`config.mk`:
```
export PLATFORM = sky130hd
export DESIGN_NAME = multicycle_control_fsm
export DESIGN_NICKNAME = d
export VERILOG_FILES = /design/src/rtl/multicycle_control_fsm.sv
export SDC_FILE = /design/constraint.sdc
export NUM_CORES = 1
export LEC_CHECK = 0
export CAP_MARGIN = 20
export CORE_ASPECT_RATIO = 0.75
export CORE_MARGIN = 4
export CORE_UTILIZATION = 52
export CTS_BUF_LIST = sky130_fd_sc_hd__clkbuf_8
export DETAILED_ROUTE_END_ITERATION = 10
export PLACE_DENSITY = 0.93
export SLEW_MARGIN = 20
export SYNTH_ARGS = -nofsm -noshare
export SYNTH_HDL_FRONTEND = slang
export SYNTH_SLANG_ARGS = --single-unit
```
`constraint.sdc`:
```
create_clock -name clk -period 4.24 [get_ports clk]
set_clock_uncertainty 0.1 [all_clocks]
set_input_delay 0.848 -clock clk [delete_from_list [all_inputs] [get_ports clk]]
set_output_delay 0.848 -clock clk [all_outputs]
set_load 0.05 [all_outputs]
```
`src/rtl/multicycle_control_fsm.sv`:
```
// Multi-cycle RV32I control sequencer: FETCH/DECODE/EXEC/MEM/WB over one shared
// memory port, with a bounded ready wait, an illegal-opcode trap and a retire counter.
module multicycle_control_fsm #(
    parameter int TIMEOUT = 15,
    parameter int TO_W    = 4,
    parameter int RET_W   = 32
) (
    input  logic             clk,
    input  logic             rst,
    input  logic [6:0]       opcode,
    input  logic             branch_taken,
    input  logic             mem_ready,
    output logic             ir_write,
    output logic             addr_sel,
    output logic             mem_req,
    output logic             mem_we,
    output logic [2:0]       imm_sel,
    output logic [1:0]       alu_op,
    output logic             alu_src1,
    output logic             alu_src2,
    output logic             is_rtype,
    output logic             reg_write,
    output logic [1:0]       wb_sel,
    output logic             pc_write,
    output logic [1:0]       pc_src,
    output logic             retire,
    output logic [RET_W-1:0] retired,
    output logic             fault,
    output logic [1:0]       fault_code,
    output logic [2:0]       state
);
    localparam logic [2:0] S_FETCH  = 3'd0;
    localparam logic [2:0] S_DECODE = 3'd1;
    localparam logic [2:0] S_EXEC   = 3'd2;
    localparam logic [2:0] S_MEM    = 3'd3;
    localparam logic [2:0] S_WB     = 3'd4;
    localparam logic [2:0] S_FAULT  = 3'd7;

    localparam logic [6:0] OP_R      = 7'b0110011;
    localparam logic [6:0] OP_I      = 7'b0010011;
    localparam logic [6:0] OP_LOAD   = 7'b0000011;
    localparam logic [6:0] OP_STORE  = 7'b0100011;
    localparam logic [6:0] OP_BRANCH = 7'b1100011;
    localparam logic [6:0] OP_JAL    = 7'b1101111;
    localparam logic [6:0] OP_JALR   = 7'b1100111;
    localparam logic [6:0] OP_LUI    = 7'b0110111;
    localparam logic [6:0] OP_AUIPC  = 7'b0010111;

    localparam logic [1:0] FC_ILLEGAL = 2'd1;
    localparam logic [1:0] FC_TIMEOUT = 2'd2;

    localparam logic [TO_W:0] TO_LIM = (TO_W+1)'(TIMEOUT);

    typedef struct packed {
        logic       legal;
        logic [2:0] imm_sel;
        logic [1:0] alu_op;
        logic       alu_src1;
        logic       alu_src2;
        logic       is_rtype;
    } dec_t;

    function automatic dec_t decode(input logic [6:0] op);
        dec_t d;
        d       = '0;
        d.legal = 1'b1;
        case (op)
            OP_R:      begin d.alu_op = 2'd3; d.is_rtype = 1'b1; end
            OP_I:      begin d.imm_sel = 3'd1; d.alu_op = 2'd3; d.alu_src2 = 1'b1; end
            OP_LOAD,
            OP_JALR:   begin d.imm_sel = 3'd1; d.alu_op = 2'd2; d.alu_src2 = 1'b1; end
            OP_STORE:  begin d.imm_sel = 3'd2; d.alu_op = 2'd2; d.alu_src2 = 1'b1; end
            OP_BRANCH: begin d.imm_sel = 3'd3; d.alu_op = 2'd1; end
            OP_JAL:    d.imm_sel = 3'd5;
            OP_LUI:    d.imm_sel = 3'd4;
            OP_AUIPC:  begin
                d.imm_sel = 3'd4; d.alu_op = 2'd2; d.alu_src1 = 1'b1; d.alu_src2 = 1'b1;
            end
            default:   d.legal = 1'b0;
        endcase
        return d;
    endfunction

    logic [2:0]       state_q, state_d;
    logic [6:0]       op_q, op_d;
    logic [TO_W-1:0]  wait_q, wait_d;
    logic [RET_W-1:0] retired_q, retired_d;
    logic [1:0]       fcode_q, fcode_d;

    // DECODE looks at the live IR opcode; later states use the latched copy.
    dec_t dec;
    assign dec = decode((state_q == S_DECODE) ? opcode : op_q);

    logic            req, timeout_hit;
    logic [TO_W:0]   wait_inc;
    assign req         = (state_q == S_FETCH) || (state_q == S_MEM);
    assign wait_inc    = {1'b0, wait_q} + (TO_W+1)'(1);
    assign timeout_hit = (TIMEOUT != 0) && req && !mem_ready && (wait_inc == TO_LIM);

    always_comb begin
        ir_write  = 1'b0;
        addr_sel  = 1'b0;
        mem_req   = 1'b0;
        mem_we    = 1'b0;
        imm_sel   = 3'd0;
        alu_op    = 2'd0;
        alu_src1  = 1'b0;
        alu_src2  = 1'b0;
        is_rtype  = 1'b0;
        reg_write = 1'b0;
        wb_sel    = 2'd0;
        pc_write  = 1'b0;
        pc_src    = 2'd0;
        retire    = 1'b0;
        fault     = 1'b0;
        if (!rst) begin
            case (state_q)
                S_FETCH: begin
                    mem_req  = 1'b1;
                    ir_write = mem_ready;
                end
                S_DECODE: imm_sel = dec.imm_sel;
                S_EXEC, S_WB: begin
                    imm_sel  = dec.imm_sel;
                    alu_op   = dec.alu_op;
                    alu_src1 = dec.alu_src1;
                    alu_src2 = dec.alu_src2;
                    is_rtype = dec.is_rtype;
                    if (state_q == S_WB) begin
                        pc_write = 1'b1;
                        retire   = 1'b1;
                        case (op_q)
                            OP_R, OP_I, OP_AUIPC: reg_write = 1'b1;
                            OP_LOAD:   begin reg_write = 1'b1; wb_sel = 2'd1; end
                            OP_JAL:    begin reg_write = 1'b1; wb_sel = 2'd2; pc_src = 2'd1; end
                            OP_JALR:   begin reg_write = 1'b1; wb_sel = 2'd2; pc_src = 2'd2; end
                            OP_LUI:    begin reg_write = 1'b1; wb_sel = 2'd3; end
                            OP_BRANCH: pc_src = branch_taken ? 2'd1 : 2'd0;
                            default: ;
                        endcase
                    end
                end
                S_MEM: begin
                    mem_req  = 1'b1;
                    addr_sel = 1'b1;
                    mem_we   = (op_q == OP_STORE);
                    // A store has no WB stage, so it retires when the write lands.
                    if (mem_ready && op_q == OP_STORE) begin
                        pc_write = 1'b1;
                        retire   = 1'b1;
                    end
                end
                S_FAULT: fault = 1'b1;
                default: ;
            endcase
        end
    end

    assign state      = state_q;
    assign fault_code = fcode_q;
    assign retired    = retired_q;

    always_comb begin
        state_d   = state_q;
        op_d      = op_q;
        fcode_d   = fcode_q;
        retired_d = retire ? retired_q + RET_W'(1) : retired_q;
        case (state_q)
            S_FETCH: begin
                if (mem_ready) begin
                    state_d = S_DECODE;
                end else if (timeout_hit) begin
                    state_d = S_FAULT;
                    fcode_d = FC_TIMEOUT;
                end
            end
            S_DECODE: begin
                op_d = opcode;
                if (dec.legal) begin
                    state_d = S_EXEC;
                end else begin
                    state_d = S_FAULT;
                    fcode_d = FC_ILLEGAL;
                end
            end
            S_EXEC: state_d = (op_q == OP_LOAD || op_q == OP_STORE) ? S_MEM : S_WB;
            S_MEM: begin
                if (mem_ready) begin
                    state_d = (op_q == OP_STORE) ? S_FETCH : S_WB;
                end else if (timeout_hit) begin
                    state_d = S_FAULT;
                    fcode_d = FC_TIMEOUT;
                end
            end
            S_WB:    state_d = S_FETCH;
            S_FAULT: state_d = S_FAULT;
            default: state_d = S_FETCH;
        endcase

        wait_d = wait_q;
        if (state_d != state_q && (state_d == S_FETCH || state_d == S_MEM)) begin
            wait_d = '0;
        end else if (req && !mem_ready) begin
            wait_d = wait_inc[TO_W-1:0];
        end
    end

    always_ff @(posedge clk or posedge rst) begin
        if (rst) begin
            state_q   <= S_FETCH;
            op_q      <= '0;
            wait_q    <= '0;
            retired_q <= '0;
            fcode_q   <= '0;
        end else begin
            state_q   <= state_d;
            op_q      <= op_d;
            wait_q    <= wait_d;
            retired_q <= retired_d;
            fcode_q   <= fcode_d;
        end
    end
endmodule

```
==> results.cfg <==
; implementation run metrics
[run_status]
run_status = completed

[detailed_routing]
drt_iter0_markers = 102
wirelength_um = 6980
first_pass_iters = 4
drc_errors = 0

[synthesis]
top_area_frac = 0.420
most_common_cell = dfrtp_1
simple_gate_share = 0.259
topCombFamilyByArea = simple AND/OR/NAND/NOR gates
syn_area_sq_mm = 0.00286

[layout]
area_delta_synth_final_pct = 32.4
num-nets-final = 370

[clocking]
root_buffer = clkbuf_8
clock_path_buffers = 2
ctsHoldBuffers = 0
post_cts.repair.setup_buffers = 0
cts_tree = yes

[worst_setup_path]
critPathBufInv = 2
rr_startpoint = state[2]
critPathCaptureType = primary output
r2r_slack_ps = 1540
critPathKind = primary input to primary output
crit_start = rst

[final_timing]
fin_hold_ws_ps = 370
fmax_mhz = 275
rsz0062_at_grt = false
period_minus_slack_ps = 3630

[die]
die_y_um = 72.2
core_area_sq_mm = 0.00532

[place]
place_ws_ps = 597
dp_hpwl_um = 5280

[grt]
use_met3 = 0.0383

[power_and_ir_drop]
peakVddDrop_uv = 427
layout make-up:
type	instances	area [sq um]
clock buffers	5	68.8
clock inverters	3	42.5
repair buffers	71	736
inverters	18	71.3
flip-flops and latches	48	1200
fillers	393	1540
well taps	75	93.8
multi-input cells	212	1570
power breakdown:
group | total, mW | leakage, nW | switching [mW] | internal [mW]
clock network | 0.330 | 0.0541 | 0.155 | 0.175
registers | 0.704 | 0.617 | 0.175 | 0.529
logic | 0.792 | 0.915 | 0.490 | 0.302
cell usage in the layout, fill, tap and decap left out, drive strengths merged, types with 4 or more instances in the layout:
cell,count
a211oi,4
a21oi,11
and4,4
buf,20
clkbuf,5
clkdlybuf4s50,51
dfrtp,48
inv,17
mux2,6
mux2i,7
nand2,19
nand3,17
nand4,8
nor2,21
nor3,17
nor4,6
o21ai,7
xnor2,22
xor2,17
Floorplan with the power grid:
Drawn at 4 px/um. Pins as bars on the die edge.
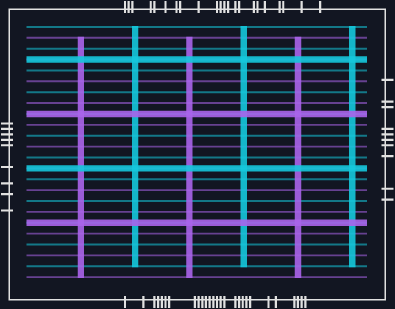
legend:
  VSS:
    color: purple
  VDD:
    color: cyan
met5 straps: 4
signal pins: 68
rows: 23
met1 rails: 24

The clock network:
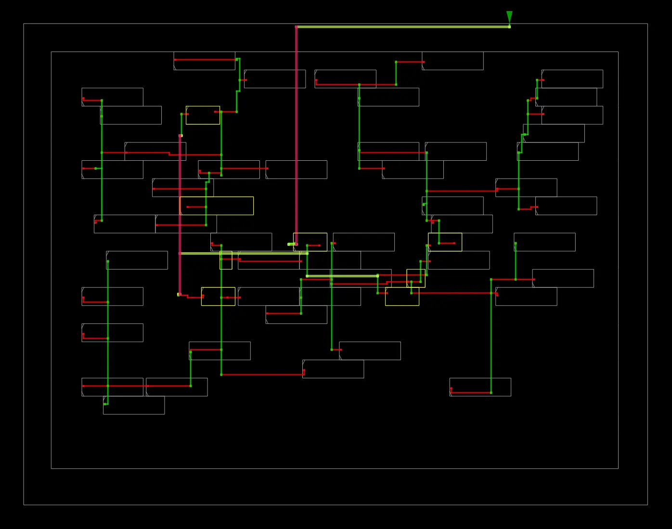
CTS Sinks: 48
total CTS buffers: 5

Gate-type map:
Drawn at 3 px/um.
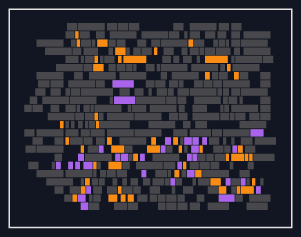
legend:
  aoi and oai cells:
    color: purple
    cells: 32
  nor cells:
    color: orange
    cells: 49

Clock wires, drivers and flops:
Drawn at 3 px/um.
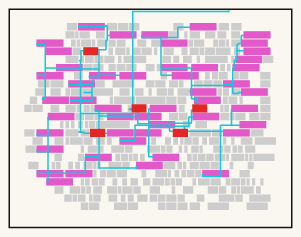
legend:
  clock-net drivers:
    color: red
    count: 5
  flip-flops:
    color: magenta
    count: 48
  clock wires:
    color: cyan
    length: 580 um
routed clock nets: 6

No activity file was given, so power comes from the tool's default toggle rates.
